===== src/rtl/divide_bits_pkg.sv =====
// Shared definitions for the signed restoring divider: FSM encoding,
// default operand width and iteration-counter sizing.
package divide_bits_pkg;

  localparam int unsigned WIDTH_DEFAULT = 32;

  typedef enum logic [1:0] {
    IDLE = 2'd0,
    CALC = 2'd1,
    FIX  = 2'd2,
    DONE = 2'd3
  } state_e;

  // Counter must hold the value WIDTH, hence one bit beyond clog2.
  function automatic int unsigned cnt_width(input int unsigned w);
    return $clog2(w) + 1;
  endfunction

  localparam int unsigned CNT_W_DEFAULT = cnt_width(WIDTH_DEFAULT);

endpackage


===== src/rtl/div_step.sv =====
// One unsigned restoring shift-subtract iteration built on a ripple
// borrow chain; the trial difference is kept only when it does not borrow.
module div_step
  import divide_bits_pkg::*;
#(
  parameter int unsigned WIDTH = WIDTH_DEFAULT
) (
  input  logic [WIDTH-1:0] rem_i,
  input  logic [WIDTH-1:0] dvs_i,
  input  logic             bit_i,
  output logic [WIDTH-1:0] rem_o,
  output logic             q_o
);

  logic [WIDTH:0]   part;
  logic [WIDTH-1:0] diff;
  logic [WIDTH:0]   borrow;
  logic             borrow_out;

  always_comb begin
    part   = {rem_i, bit_i};
    diff   = '0;
    borrow = '0;
    for (int unsigned i = 0; i < WIDTH; i++) begin
      diff[i]       = part[i] ^ dvs_i[i] ^ borrow[i];
      borrow[i+1]   = (~part[i] & dvs_i[i]) | (~part[i] & borrow[i]) | (dvs_i[i] & borrow[i]);
    end
    // The divisor is zero-extended, so the top stage only propagates the borrow.
    borrow_out = ~part[WIDTH] & borrow[WIDTH];
    q_o        = ~borrow_out;
    rem_o      = q_o ? diff : part[WIDTH-1:0];
  end

endmodule


===== src/rtl/divide_bits.sv =====
// Multi-cycle signed divider: magnitudes are divided over WIDTH CALC cycles,
// signs are applied in FIX, and results hold until the next completion.
module divide_bits
  import divide_bits_pkg::*;
#(
  parameter int unsigned WIDTH = WIDTH_DEFAULT
) (
  input  logic             clock,
  input  logic             clear,
  input  logic             start,
  input  logic [WIDTH-1:0] RA,
  input  logic [WIDTH-1:0] RB,
  output logic             busy,
  output logic             done,
  output logic [WIDTH-1:0] LO,
  output logic [WIDTH-1:0] HI,
  output logic             div_by_zero
);

  localparam int unsigned CNT_W = cnt_width(WIDTH);

  state_e           state_q, state_d;
  logic [CNT_W-1:0] cnt_q, cnt_d;
  logic [WIDTH-1:0] rem_q, rem_d;
  logic [WIDTH-1:0] quo_q, quo_d;
  logic [WIDTH-1:0] dvs_q, dvs_d;
  logic             sa_q, sa_d;
  logic             sb_q, sb_d;
  logic             dbz_q, dbz_d;
  logic [WIDTH-1:0] lo_q, lo_d;
  logic [WIDTH-1:0] hi_q, hi_d;

  logic [WIDTH-1:0] step_rem;
  logic             step_q;

  div_step #(.WIDTH(WIDTH)) u_step (
    .rem_i (rem_q),
    .dvs_i (dvs_q),
    .bit_i (quo_q[WIDTH-1]),
    .rem_o (step_rem),
    .q_o   (step_q)
  );

  always_comb begin
    state_d = state_q;
    cnt_d   = cnt_q;
    rem_d   = rem_q;
    quo_d   = quo_q;
    dvs_d   = dvs_q;
    sa_d    = sa_q;
    sb_d    = sb_q;
    dbz_d   = dbz_q;
    lo_d    = lo_q;
    hi_d    = hi_q;
    unique case (state_q)
      IDLE: begin
        if (start) begin
          sa_d  = RA[WIDTH-1];
          sb_d  = RB[WIDTH-1];
          quo_d = RA[WIDTH-1] ? -RA : RA;
          dvs_d = RB[WIDTH-1] ? -RB : RB;
          rem_d = '0;
          cnt_d = '0;
          dbz_d = (RB == '0);
          if (RB == '0) begin
            lo_d    = '1;
            hi_d    = RA;
            state_d = DONE;
          end else begin
            state_d = CALC;
          end
        end
      end
      CALC: begin
        // quo_q shifts out dividend bits at the top and takes quotient bits in at the bottom.
        rem_d = step_rem;
        quo_d = {quo_q[WIDTH-2:0], step_q};
        cnt_d = cnt_q + 1'b1;
        if (cnt_q == CNT_W'(WIDTH - 1)) state_d = FIX;
      end
      FIX: begin
        lo_d    = (sa_q ^ sb_q) ? -quo_q : quo_q;
        hi_d    = sa_q ? -rem_q : rem_q;
        state_d = DONE;
      end
      DONE: state_d = IDLE;
      default: state_d = IDLE;
    endcase
  end

  always_ff @(posedge clock) begin
    if (clear) begin
      state_q <= IDLE;
      cnt_q   <= '0;
      rem_q   <= '0;
      quo_q   <= '0;
      dvs_q   <= '0;
      sa_q    <= 1'b0;
      sb_q    <= 1'b0;
      dbz_q   <= 1'b0;
      lo_q    <= '0;
      hi_q    <= '0;
    end else begin
      state_q <= state_d;
      cnt_q   <= cnt_d;
      rem_q   <= rem_d;
      quo_q   <= quo_d;
      dvs_q   <= dvs_d;
      sa_q    <= sa_d;
      sb_q    <= sb_d;
      dbz_q   <= dbz_d;
      lo_q    <= lo_d;
      hi_q    <= hi_d;
    end
  end

  assign busy        = (state_q != IDLE);
  assign done        = (state_q == DONE);
  assign div_by_zero = done & dbz_q;
  assign LO          = lo_q;
  assign HI          = hi_q;

endmodule

===== config.mk =====
export PLATFORM = sky130hd
export DESIGN_NAME = divide_bits
export DESIGN_NICKNAME = d
export VERILOG_FILES = /design/src/rtl/divide_bits_pkg.sv /design/src/rtl/div_step.sv /design/src/rtl/divide_bits.sv
export SDC_FILE = /design/constraint.sdc
export NUM_CORES = 1
export LEC_CHECK = 0
export ABC_AREA = 1
export CAP_MARGIN = 40
export CELL_PAD_IN_SITES_DETAIL_PLACEMENT = 1
export CELL_PAD_IN_SITES_GLOBAL_PLACEMENT = 1
export CORE_ASPECT_RATIO = 1.2
export CORE_UTILIZATION = 40
export DETAILED_ROUTE_END_ITERATION = 10
export PLACE_DENSITY_LB_ADDON = 0.1
export RECOVER_POWER = 50
export SYNTH_ARGS = -nofsm -noshare
export SYNTH_HDL_FRONTEND = slang
export SYNTH_SLANG_ARGS = --single-unit
export TNS_END_PERCENT = 50

===== constraint.sdc =====
create_clock -name clock -period 15.5 [get_ports clock]
set_input_delay 3.1 -clock clock [delete_from_list [all_inputs] [get_ports clock]]
set_output_delay 3.1 -clock clock [all_outputs]
set_load 0.01 [all_outputs]

Figure 1. Cells by drive strength (run 1).
(2 px per um)
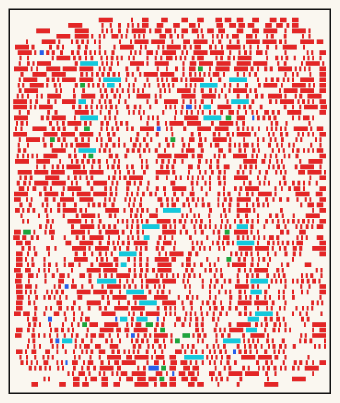
red -> drive 1 or less  # cells 2028, share 97%, most used nand2_1
cyan -> drive 6 and up  # cells 31, share 1.5%, most used clkbuf_16
green -> drive 3 to 4  # cells 17, share 0.81%, most used buf_4
blue -> drive 2  # cells 14, share 0.67%, most used inv_2

Figure 2. Wires at chosen ports, followed through buffers (run 1).
(2 px per um)
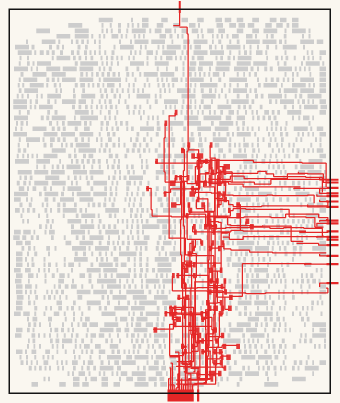
red -> RA  # bits 32, direction input, edge 16 east, 15 south, 1 north, end cells 137, buffers 33, wire 3700 um

Figure 3. Clock nets (run 1).
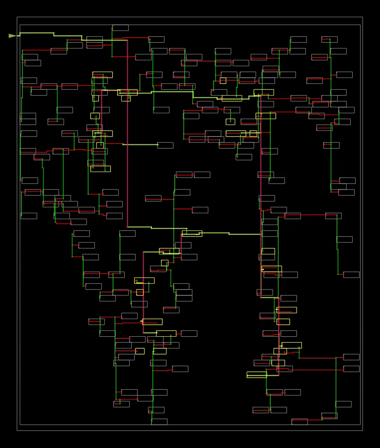
Clock net power: 444 uW
CTS buffer count: 17

==> ci_impl_report.md, run 1 <==
## Synthesis and layout report

| Metric | Value |
|---|---|
| Result of the run | complete, but fails checks |
| Violated checks | max-capacitance violations, max-slew violations |
| Count of endpoints failing hold in the final timing report | 0 |
| Antenna violations before repair | 0 |
| Top-count cell post-synth | sky130_fd_sc_hd__nand2_1 |
| Number of maximum-capacitance constraint violations | 3 |
| MI comb area | 7300 um2 |
| Tally of buffers added on design ports | 133 |
| Relative contribution of sequential cells to total power | 34.0% |
| Clock slew at the register clock pins of the worst setup and hold paths | 0.08 ns |
| Synth cell count leaders | sky130_fd_sc_hd__nand2_1 (551), sky130_fd_sc_hd__nor2_1 (305), sky130_fd_sc_hd__a21oi_1 (217) |
| GR Layer Usage met3 | 3.54% |
| Count of flip-flops with a built-in enable after synthesis | 0 |
| Ys flop type | sky130_fd_sc_hd__dfxtp_1 |
| Warnings from Yosys | 0 |
| Post-Synthesis Cells | 2002 |
| Crit Reg-Reg Endpoint | rem_q[24]$_SDFFE_PP0P_ |
| Cell type with the largest total area | sky130_fd_sc_hd__dfxtp_1 |
| Final net count | 2185 |
| Design area | 14100 um2 |
| Number of logic inverters in the finished layout | 219 |
| Final Cycle Share | 94.1% |
| Initial cell density of the core | 41.1% |
| Post-Route M1 WL | 18100 um |
| Pin count of the biggest net entering global routing | 62 |
| Maximum clock insertion buffer count | 2 |
| Reg-to-reg slack, setup | 0.92 ns |
| Count of buffers not belonging to the clock network in the layout | 151 |
| Fraction of synthesized cell area in xor and xnor cells | 1.76% |
| Crit path kind | flip-flop to flip-flop |
| Post-route antenna net violation count | 0 |
| Fraction of the mapped netlist area in adder cells | 6.24% |
| Sequential share of cell area | 24.2% |
| Largest cell class by area | multi-input combinational cells |
| Share of total power in the clock network | 29.4% |
| Dominant comb cell | simple AND/OR/NAND/NOR gates |
| Type of the worst min-delay path | flip-flop to flip-flop |
| Final Max Slew Viols | 152 |
| Num Clock Sinks | 171 |
| Fraction of met2 tracks used by global routing | 61.2% |
| Commonest Layout Cell | sky130_fd_sc_hd__nand2_1 |
| Synthesis-to-finish area growth | 18.2% |
==> run 1 -> run 2 <==
ABC_CLOCK_PERIOD_IN_PS = 15500   (was unset)
GPL_ROUTABILITY_DRIVEN = 1   (was unset)
Figure 4. Wires at chosen ports, followed through buffers (run 2).
(2 px per um)
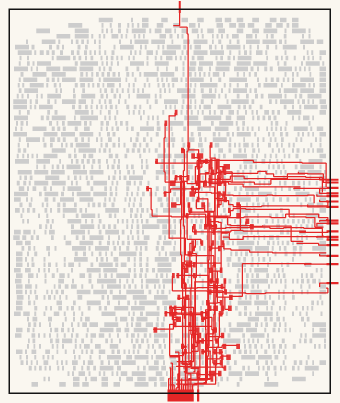
red -> RA  # bits 32, direction input, edge 16 east, 15 south, 1 north, end cells 137, buffers 33, wire 3700 um

Figure 5. Clock nets (run 2).
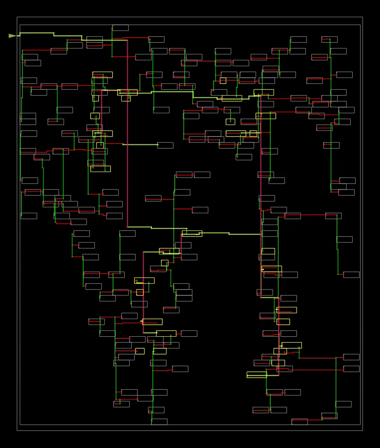
Setup Skew: 0.0201 ns
clock latency on the worst-skew pair: 0.46 ns

==> ci_impl_report.md, run 2 <==
## Synthesis and layout report

| Metric | Value |
|---|---|
| Fraction of met2 tracks used by global routing | 61.2% (unchanged) |
| CTS buffer count | 17 (unchanged) |
| Remaining global-route overflow | 0 |
| Relative contribution of sequential cells to total power | 34.0% (about the same) |
| Warnings from Yosys | 0 (unchanged) |
| Design area | 14100 um2 (unchanged) |
| Initial cell density of the core | 41.1% (unchanged) |
| Summed standard-cell area reported by yosys | 11900 um2 |
| Fraction of the mapped netlist area in adder cells | 6.24% (unchanged) |
| Clock net power | 444 uW (about the same) |
| Num Clock Sinks | 171 (unchanged) |
| Post-route antenna net violation count | 0 (unchanged) |
| Count of flip-flops with a built-in enable after synthesis | 0 (unchanged) |
| Type of the worst min-delay path | flip-flop to flip-flop |
| Cell type with the largest total area | sky130_fd_sc_hd__dfxtp_1 |
| GR Layer Usage met3 | 3.54% (unchanged) |
| MI comb area | 7300 um2 (unchanged) |
| Commonest Layout Cell | sky130_fd_sc_hd__nand2_1 |
| Tally of buffers added on design ports | 133 (unchanged) |
| Count of buffers not belonging to the clock network in the layout | 151 (unchanged) |
| Row cnt | 68 |
| Clock slew at the register clock pins of the worst setup and hold paths | 0.08 ns (about the same) |
| Final net count | 2185 (unchanged) |
| Number of logic inverters in the finished layout | 219 (unchanged) |
| Final Max Slew Viols | 152 (unchanged) |
| Reg-to-reg slack, setup | 0.92 ns (about the same) |
| Fraction of synthesized cell area in xor and xnor cells | 1.76% (unchanged) |
| Share of total power in the clock network | 29.4% (about the same) |
| Pin count of the biggest net entering global routing | 62 (unchanged) |
| Sequential share of cell area | 24.2% (unchanged) |
| Number of maximum-capacitance constraint violations | 3 (unchanged) |
| Violated checks | max-capacitance violations, max-slew violations |
| Largest cell class by area | multi-input combinational cells |
| Dominant comb cell | simple AND/OR/NAND/NOR gates |
| Maximum clock insertion buffer count | 2 (unchanged) |
| Crit Reg-Reg Endpoint | rem_q[24]$_SDFFE_PP0P_ |
| Ys flop type | sky130_fd_sc_hd__dfxtp_1 |
| AND/OR/NAND/NOR Cells, Area Fraction | 36.0% |
| Crit path kind | flip-flop to flip-flop |
| Synthesis-to-finish area growth | 18.2% (unchanged) |
| Count of endpoints failing hold in the final timing report | 0 (unchanged) |
| Number of flip-flops and latches in the synthesized netlist | 171 |
| Antenna violations before repair | 0 (unchanged) |
| Final Cycle Share | 94.1% (unchanged) |
| Post-Synthesis Cells | 2002 (unchanged) |
| Global-route wire length before repair | 75500 um |
| Result of the run | complete, but fails checks |
No activity file was given, so power comes from the tool's default toggle rates.
